<file path="src/rtl/if_fetch_stage_if.sv">
// Instruction-memory bus between the fetch stage and a
// zero-latency (combinational) instruction memory.
interface if_fetch_stage_if;
  logic [31:0] imem_addr;
  logic [31:0] imem_data;

  modport master (
    output imem_addr,
    input  imem_data
  );

  modport slave (
    input  imem_addr,
    output imem_data
  );
endinterface

</file>
<file path="src/rtl/if_fetch_stage.sv">
// MIPS IF stage: PC, IF/ID register, stall/redirect/halt
// handling and a saturating fetched-instruction counter.
module if_fetch_stage #(
  parameter logic [31:0] RESET_PC   = 32'h0000_0000,
  parameter logic [31:0] NOP_INSTR  = 32'h0000_0000,
  parameter logic [31:0] HALT_INSTR = 32'hFFFF_FFFF,
  parameter int          COUNT_W    = 32
) (
  input  logic               clk,
  input  logic               rst,
  input  logic               stall,
  input  logic               redirect,
  input  logic [31:0]        redirect_target,
  if_fetch_stage_if.master   imem,
  output logic [31:0]        if_id_instr,
  output logic [31:0]        if_id_pc_plus4,
  output logic               if_id_valid,
  output logic               halted,
  output logic               misalign_err,
  output logic [COUNT_W-1:0] fetch_count
);

  typedef enum logic {
    RUN  = 1'b0,
    HALT = 1'b1
  } state_t;

  state_t      state;
  logic [31:0] pc;
  logic [31:0] pc_plus4;
  logic        is_halt;
  logic        cnt_full;

  assign imem.imem_addr = pc;
  assign pc_plus4       = pc + 32'd4;
  assign is_halt        = (imem.imem_data == HALT_INSTR);
  assign cnt_full       = &fetch_count;
  assign halted         = (state == HALT);

  always_ff @(posedge clk) begin
    if (rst) begin
      state          <= RUN;
      pc             <= RESET_PC;
      if_id_instr    <= NOP_INSTR;
      if_id_pc_plus4 <= 32'd0;
      if_id_valid    <= 1'b0;
      misalign_err   <= 1'b0;
      fetch_count    <= '0;
    end else begin
      misalign_err <= 1'b0;
      priority case (1'b1)
        redirect: begin
          // A redirect also cancels a speculatively fetched HALT.
          state          <= RUN;
          pc             <= {redirect_target[31:2], 2'b00};
          if_id_instr    <= NOP_INSTR;
          if_id_pc_plus4 <= 32'd0;
          if_id_valid    <= 1'b0;
          misalign_err   <= |redirect_target[1:0];
        end
        stall: begin
        end
        (state == HALT): begin
          if_id_instr    <= NOP_INSTR;
          if_id_pc_plus4 <= 32'd0;
          if_id_valid    <= 1'b0;
        end
        default: begin
          if_id_instr    <= imem.imem_data;
          if_id_pc_plus4 <= pc_plus4;
          if_id_valid    <= 1'b1;
          if (!cnt_full)
            fetch_count <= fetch_count + COUNT_W'(1);
          // HALT is passed downstream, but PC parks on it.
          if (is_halt)
            state <= HALT;
          else
            pc <= pc_plus4;
        end
      endcase
    end
  end

endmodule

</file>
<file path="src/flat_wrapper.sv">
// flat-port wrapper written by rule: the top's interface ports become plain ports
module if_fetch_stage_flat 
#(
  parameter logic [31:0] RESET_PC   = 32'h0000_0000,
  parameter logic [31:0] NOP_INSTR  = 32'h0000_0000,
  parameter logic [31:0] HALT_INSTR = 32'hFFFF_FFFF,
  parameter int          COUNT_W    = 32
)
  (clk, rst, stall, redirect, redirect_target, if_id_instr, if_id_pc_plus4, if_id_valid, halted, misalign_err, fetch_count, imem_imem_addr, imem_imem_data);
  if_fetch_stage_if imem_i ();
  input  logic clk;
  input  logic rst;
  input  logic stall;
  input  logic redirect;
  input  logic [31:0] redirect_target;
  output logic [31:0] if_id_instr;
  output logic [31:0] if_id_pc_plus4;
  output logic if_id_valid;
  output logic halted;
  output logic misalign_err;
  output logic [COUNT_W-1:0] fetch_count;
  output wire logic [$bits(imem_i.imem_addr)-1:0] imem_imem_addr;
  input wire logic [$bits(imem_i.imem_data)-1:0] imem_imem_data;
  assign imem_imem_addr = imem_i.imem_addr;
  assign imem_i.imem_data = imem_imem_data;
  if_fetch_stage #(.RESET_PC(RESET_PC), .NOP_INSTR(NOP_INSTR), .HALT_INSTR(HALT_INSTR), .COUNT_W(COUNT_W)) u_core (.clk(clk), .rst(rst), .stall(stall), .redirect(redirect), .redirect_target(redirect_target), .imem(imem_i), .if_id_instr(if_id_instr), .if_id_pc_plus4(if_id_pc_plus4), .if_id_valid(if_id_valid), .halted(halted), .misalign_err(misalign_err), .fetch_count(fetch_count));
endmodule
</file>
<file path="config.mk">
export PLATFORM = sky130hd
export DESIGN_NAME = if_fetch_stage_flat
export DESIGN_NICKNAME = d
export VERILOG_FILES = /design/src/rtl/if_fetch_stage_if.sv /design/src/rtl/if_fetch_stage.sv /design/src/flat_wrapper.sv
export SDC_FILE = /design/constraint.sdc
export NUM_CORES = 1
export LEC_CHECK = 0
export CORE_UTILIZATION = 46
export CTS_BUF_LIST = sky130_fd_sc_hd__clkbuf_16
export DETAILED_ROUTE_END_ITERATION = 7
export GPL_ROUTABILITY_DRIVEN = 1
export PLACE_DENSITY = 0.82
export SYNTH_ARGS = -nofsm -noshare
export SYNTH_HDL_FRONTEND = slang
export SYNTH_SLANG_ARGS = --single-unit
</file>
<file path="constraint.sdc">
create_clock -name clk -period 2.6 [get_ports clk]
set_clock_uncertainty 0.2 [all_clocks]
set_input_delay 0.52 -clock clk [delete_from_list [all_inputs] [get_ports clk]]
set_output_delay 0.52 -clock clk [all_outputs]
set_load 0.02 [all_outputs]
</file>
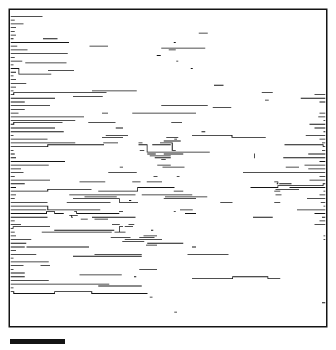
(run_1/met3.png)
Bar = 20 um.
main direction: horizontal
nets with wire on the layer: 177
wire length on this layer: 1770 um
share of all routed wire: 9.2%

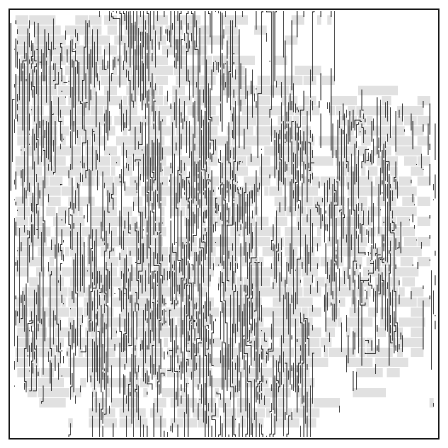
(run_1/met2.png)
Cells faint in the background.
main direction: vertical
wire length on this layer: 9230 um
longest straight run: 45.2 um
share of all routed wire: 48%
nets with wire on the layer: 882

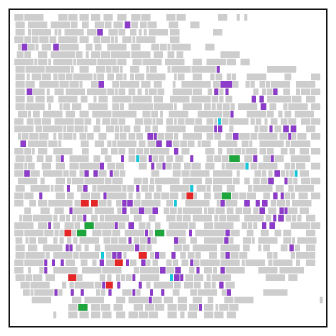
(run_1/gate_families.png)
legend:
  inverters:
    colour: cyan
    cells: 8
    most_used: inv_1
  AND-OR and OR-AND gates:
    colour: red
    cells: 8
  multiplexers:
    colour: green
    cells: 6
    most_used: mux2i_1
  NAND gates:
    colour: purple
    cells: 117
    most_used: nand2_1

==> CHANGELOG.md, run 1 <==
## Flow update

* Status: complete, no violations
* Critical-path cell list: clkdlybuf4s50_1 > nand4_1 > or4_1 > o21ai_0 > buf_4 > o21ai_0 > a311oi_1
* Worst-path clk slew at about 60 ps
* Period utilization at 0.944
* Yosys adder share at 0.00422
* Final ANT Viol Nets at 0
* Crit path max-delay family: simple AND/OR/NAND/NOR gates
* Seq power at 2.07 mW
* Top logic family: simple AND/OR/NAND/NOR gates
* Crit path top cell by count: o21ai_0
* Non-clock buffer count at roughly 260
* Row cnt at around 40
* Setup crit start kind: input pin
* # Taps at 172
* Antenna diodes at 0
* Final cell utilization of the core at 0.712
* Logic pwr share at 0.120
* Reg power frac at 0.399
* Worst-Margin Slew at 602 ps
* Layout Cells excl Fill at approximately 1100
* Worst VDD drop at 0.000445 V
* Commonest Layout Cell: clkdlybuf4s50_1
* RSZ-0062 raised after global routing: no
* Yosys Instances at ~710
* Die Area at 0.0134 mm^2
* Clk power at about 2.5 mW
* Yosys Chip Area at between 0.005 and 0.006 mm^2
* Switch share at 0.247
* CP Buf/Inv Count at 2
* Setup violators final at 0
* Synth top area share at 0.428
* Maxcap violations at 0
* #MultiIn Comb at 523
* Heaviest power group: the clock network
* Internal Power at 3.90 mW
* First-pass GRT wire length at between 20000 and 30000 um
* CP arrival at 2590 ps
* Lkg Pwr at 3.13 nW
* Combinational power at 622 uW
* Biggest Area Class: logic gates
* Most frequent cells in the layout: clkdlybuf4s50_1 (192), dfxtp_1 (127), nor2_1 (67)
* Grt ovf at 0
* Synth flops at 127
* Layout cells sized above 1 at 0.115
* Pwr Density at 577 mW/mm^2
* WL/cell at about 17 um
* Placed Cells at 1088
* Die width at 116 um
* Yosys simple share at 0.250
* Vias in the first global route at 5928
* Clock buf count at 17
* Total track usage at 0.290
* Hold Vio Cnt, Final at 0
* Max Transition Viols Final at 0
* Net switching power at 1.28 mW
* Register share of the cell area at 0.283
* Clk sink count at between 100 and 150
* Floorplan Utilization at 0.470
* Post-synth top area cell: dfxtp_1
* Avg Inst Size Synth at between 8 and 9 um^2
* Synth warnings at 0
* Post-CTS Setup Bufs at 0
* Fmax at 407 MHz
* H-tree lvl count at 4
* IO Pins at 199
* Slew headroom at 0.599
* Initial antenna violation count at 0
* Flip-flops with a built-in enable at 0
* I/O Buffers at slightly below 200
* Syn Std Cell Area at just under 0.006 mm^2
* Detailed Routing Iterations Pass 1 at 6
* Ys async rst share at 0
* Compound Share, Synth at 0.220
* Bufs on Longest Clock Path at 2
* Largest net degree at the start of global routing at between 50 and 60
* NonClk Buf Share at 0.270
* Top area cell types: dfxtp_1 (43%), a22oi_1 (6.1%), nor2_1 (4.3%)
* Clock buf/inv share at 0.0691
* Comb/total area at 0.351
* Max FO, Critical Path at 10
* Tmin final at 2460 ps
* Vias per cell at 5.79
* Area of the core at 0.0126 mm^2
* Synth mux share at 0.0103
* Main flop type: dfxtp_1
* Clock power share at 0.481
* Crit path kind: input pin to register
* Filler Cells Inserted at 1005
* GP Congestion at 0.901
* Dpl hpwl at 13500 um
* Registers at ~130
* CP endpoint kind: register
* Comb area at 0.00315 mm^2
* Commonest cells post-synth: dfxtp_1 (127), nor2_1 (68), nand2_1 (54)
* Unique cell types at 48
* Count of tool warnings at 26
* Count leader, synth: dfxtp_1
* CP required at 2730 ps
* Area growth, synth to finish at 51.4%
* Height of the die at about 120 um
* Xor/xnor share at 0.0413
* Inverter count at 8
* Clk root buf: clkbuf_16
* Synth Seq Share at 0.428
* Storage cell area at 0.00254 mm^2
* Cell count after synthesis at 713
* CTS tree: yes
* Vias at ~6500
* Drt drc at 0
* Worst skew pair latency at 420 ps
## run 1: worst paths after layout
| check | from | cells past startpoint | slack [ps] | end |
|---|---|---|---|---|
| setup reg to reg | u_core.fetch_count[7]$_SDFFE_PP0P_ | 5 | 170 | u_core.fetch_count[30]$_SDFFE_PP0P_ |
| setup / recovery | imem_imem_data[21] | 7 | 140 | u_core.imem.imem_addr[18]$_SDFFE_PP0P_ |
| hold reg to reg | u_core.if_id_valid$_SDFFE_PP0N_ | 2 | 260 | u_core.if_id_valid$_SDFFE_PP0N_ |
| hold / removal | u_core.if_id_valid$_SDFFE_PP0N_ | 2 | 260 | u_core.if_id_valid$_SDFFE_PP0N_ |
## run 1: per-stage QoR
stage | hold slack [ps] | power (mW) | setup WS (ps) | area [um^2] | setup TNS, ps
after floorplan | 335 | 2.39 | 29.2 | 5950 | 0
after global placement | 241 | 2.71 | -232 | 8360 | -5720
after detailed placement | 248 | 2.72 | -293 | 8360 | -7700
after CTS | 259 | 5.21 | 157 | 8980 | 0
after global routing | 289 | 5.35 | 49.6 | 8980 | 0
final | 260 | 5.19 | 145 | 8980 | 0
## run 1: layer usage
layer  vias to the layer above  track usage  wire, um
li1                       3106            -         -
met1                      3025        0.347      7790
met2                       312        0.477      9230
met3                        37       0.0947      1770
met4                         0        0.122       457
met5                         -            0         0
## run 1: sequential cells by signal, indices dropped and copies added (netlist names)
register	flops
u_core.fetch_count	32
u_core.if_id_pc_plus4	30
u_core.misalign_err	1
u_core.if_id_instr	32
u_core.halted	1
u_core.imem.imem_addr	30
u_core.if_id_valid	1
## run 1: worst min-delay path: cells and delay by family (launching register included)
family | cells | cell delay [ps]
AOI/OAI and AO/OA | 1 | 50
DFF | 1 | 310
and+or+nand+nor | 1 | 50
==> run 2, diff against run 1 <==
CAP_MARGIN = 0   (was unset)
CTS_BUF_LIST = unset   (was sky130_fd_sc_hd__clkbuf_16)
PLACE_DENSITY = 0.81   (was 0.82)
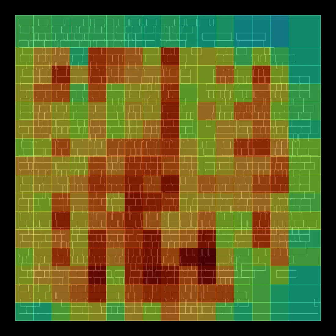
(run_2/final_congestion.png)
grt met3 use: 0.101
WL/cell: 18.3 um
final cell utilization of the core: 0.711
total track usage: 0.307

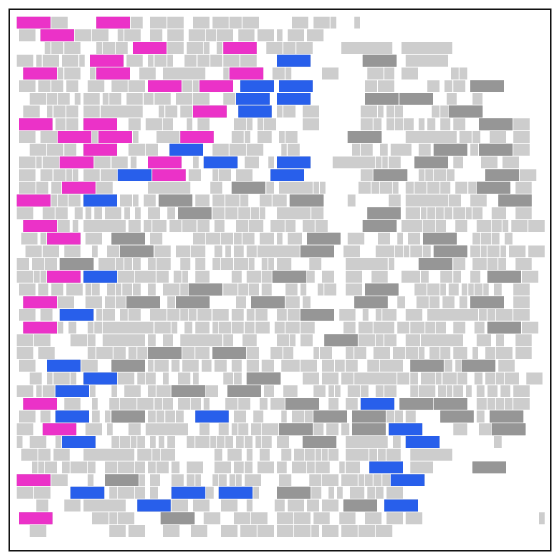
(run_2/registers.png)
Other sequential cells in the stronger grey, the rest of the logic in the fainter grey.
legend:
  u_core.if_id_pc_plus4:
    colour: blue
    placed_flops: 30
    where: spread over the die
  u_core.if_id_instr:
    colour: magenta
    placed_flops: 32
not coloured: 65

==> run 2 against run 1 <==
Net effect:
- non-clock buffer count down 10
- count of clock-buffer cells in the layout up 4
- power up 4.9%
- setup slack worse by 53 ps
- final cell count down 0.89%
- design area down 0.11%
- synthesized cell count unchanged
- sequential power about the same
- global-route usage up 1.7 points
- largest cell class unchanged
==> CHANGELOG.md, run 2 <==
## Flow update

* Top area cell types: dfxtp_1 (43%), a22oi_1 (6.1%), nor2_1 (4.3%)
* CP max stage cell: or4_1
* Final ANT Viol Nets at 0
* Floorplan Utilization at 0.470
* Vias per cell at 6.02
* Slew headroom at 0.620
* Unique cell types at 48
* CTS tree: yes
* Min-delay worst type: register to register
* Worst-Margin Slew at 570 ps
* Pwr Density at 606 mW/mm^2
* Crit path top cell by count: buf_4
* Area growth, synth to finish at 51.2%
* Synth warnings at 0
* Setup crit start kind: input pin
* Largest net degree at the start of global routing at 54
* Post_cts resized at 0
* RSZ-0062 raised after global routing: no
* Layout cells sized above 1 at 0.103
* Antenna diodes at 0
* Worst slack at placement at -320 ps
* Count of tool warnings at 26
* Commonest cells post-synth: dfxtp_1 (127), nor2_1 (68), nand2_1 (54)
* Initial antenna violation count at 0
* Post-synth top area cell: dfxtp_1
* Setup violators final at 0
* Synth top area share at 0.428
* Flip-flops with a built-in enable at 0
* Yosys Chip Area at 0.00593 mm^2
* GP Congestion at 0.905
* Placed Cells at 1078
* Worst VDD drop at 0.000382 V
* Area of the core at about 0.013 mm^2
* Post-Route Setup TNS at 0 ps
* Avg Inst Size Synth at 8.32 um^2
* Vias at 6687
* Period utilization at 0.965
* Clk root buf: clkbuf_16
* Grt ovf at 0
* Total power at 5.44 mW
* Clock power share at 0.505
* Maxcap violations at 0
* Cell count after synthesis at 713
* Crit path max-delay family: buffers and inverters
* Die Area at about 0.013 mm^2
* Num CTS Buffers at 17
* Max Transition Viols Final at 0
* Most frequent cells in the layout: clkdlybuf4s50_1 (192), dfxtp_1 (127), nor2_1 (67)
* Commonest Layout Cell: clkdlybuf4s50_1
* Status: complete, no violations
* Worst skew pair latency at around 420 ps
* CP endpoint kind: register
* H-tree lvl count at 4
* Layout Cells excl Fill at 1110
* Count leader, synth: dfxtp_1
* Vias in the first global route at about 6400
* CP Buf/Inv Count at 3
* Height of the die at ~120 um
* Main flop type: dfxtp_1
* Worst-path clk slew at 60 ps
* Logic pwr share at 0.114
* Drt drc at 0
* Max FO, Critical Path at 8
* Hold Vio Cnt, Final at 0
* Critical-path cell list: clkdlybuf4s50_1 > nand4_1 > or4_1 > o21ai_1 > buf_4 > buf_4 > o211ai_1 > a31oi_1
* Bufs on Longest Clock Path at 2
* Clk sink count at 127
* Synth Seq Share at 0.428
* IO Pins at 199
* Syn Std Cell Area at between 0.005 and 0.006 mm^2
* Heaviest power group: the clock network
* Row cnt at 41
* Initial DRC Count at 680
* Final setup margin at around 91 ps
* Yosys Instances at 713
* Synth flops at 127
* First-pass GRT wire length at 31700 um
* Reg power frac at 0.381
* Crit-path max cell delay at 650 ps
* Internal Power at 4.18 mW
* Ys async rst share at 0
* Post-CTS Setup Bufs at 0
* Final nets at 995
* Seq power at 2.07 mW
* Detailed Routing Iterations Pass 1 at 6
* Switch share at 0.233
* Combinational power at 621 uW
* Post-CTS Hold Buffers at 0
* Tmin final at 2510 ps
* Die width at 116 um
* Crit path kind: input pin to register
* CP arrival at 2650 ps
* Final wirelength at 20300 um
* CP required at between 2000 and 3000 ps
* Clk power at 2.75 mW
* I/O Buffers at 194
* Fmax at 399 MHz
* Net switching power at 1.27 mW
* Lkg Pwr at 3.13 nW
* Dpl hpwl at 14200 um
* Regs by FF count: u_core.fetch_count x32, u_core.if_id_instr x32
==> run 2: path summary, 6_finish.rpt <==
check,start,end,slack [ps],cells past startpoint
worst max register to register,u_core.fetch_count[2]$_SDFFE_PP0P_,u_core.fetch_count[30]$_SDFFE_PP0P_,90,5
worst min register to register,u_core.if_id_pc_plus4[27]$_SDFFE_PP0N_,u_core.if_id_pc_plus4[27]$_SDFFE_PP0N_,270,2
worst min-delay path,u_core.if_id_pc_plus4[27]$_SDFFE_PP0N_,u_core.if_id_pc_plus4[27]$_SDFFE_PP0N_,270,2
worst max-delay path,imem_imem_data[18],u_core.imem.imem_addr[31]$_SDFFE_PP0P_,90,8
==> run 2: per-layer routing <==
layer	share of wire	wire (um)	vias up	GRT usage
li1	-	-	3089	-
met1	0.38	7810	3166	0.344
met2	0.49	9890	356	0.516
met3	0.091	1850	76	0.101
met4	0.039	791	0	0.169
met5	0	0	-	0
==> run 2: logic make-up after synthesis <==
kind of cell / Yosys count / synth area share
AND/OR/NAND/NOR: 282 / 0.250
AND-OR/OR-AND: 201 / 0.220
flip-flops: 127 / 0.428
buffers and inverters: 66 / 0.0449
XOR/XNOR: 28 / 0.0413
multiplexers: 6 / 0.0103
adder cells (fa/ha/maj): 2 / 0.00422
other: 1 / 0.000632
==> run 2: stage by stage <==
| step | hold WS [ps] | instance area, um^2 |
|---|---|---|
| finish | 265 | 8970 |
| global route | 284 | 8970 |
| CTS | 262 | 8970 |
| detailed placement | 253 | 8290 |
| global placement | 246 | 8290 |
| floorplan | 335 | 5950 |
==> run 2: final cells by class <==
cell class	instances	area, um^2
multi-input combinational	523	3140
fill	997	3650
clock inverter	11	209
timing repair buffer	248	2360
inverter	8	30.0
sequential	127	2540
tap	172	215
clock buffer	21	470
Power and IR drop assume default switching activity.
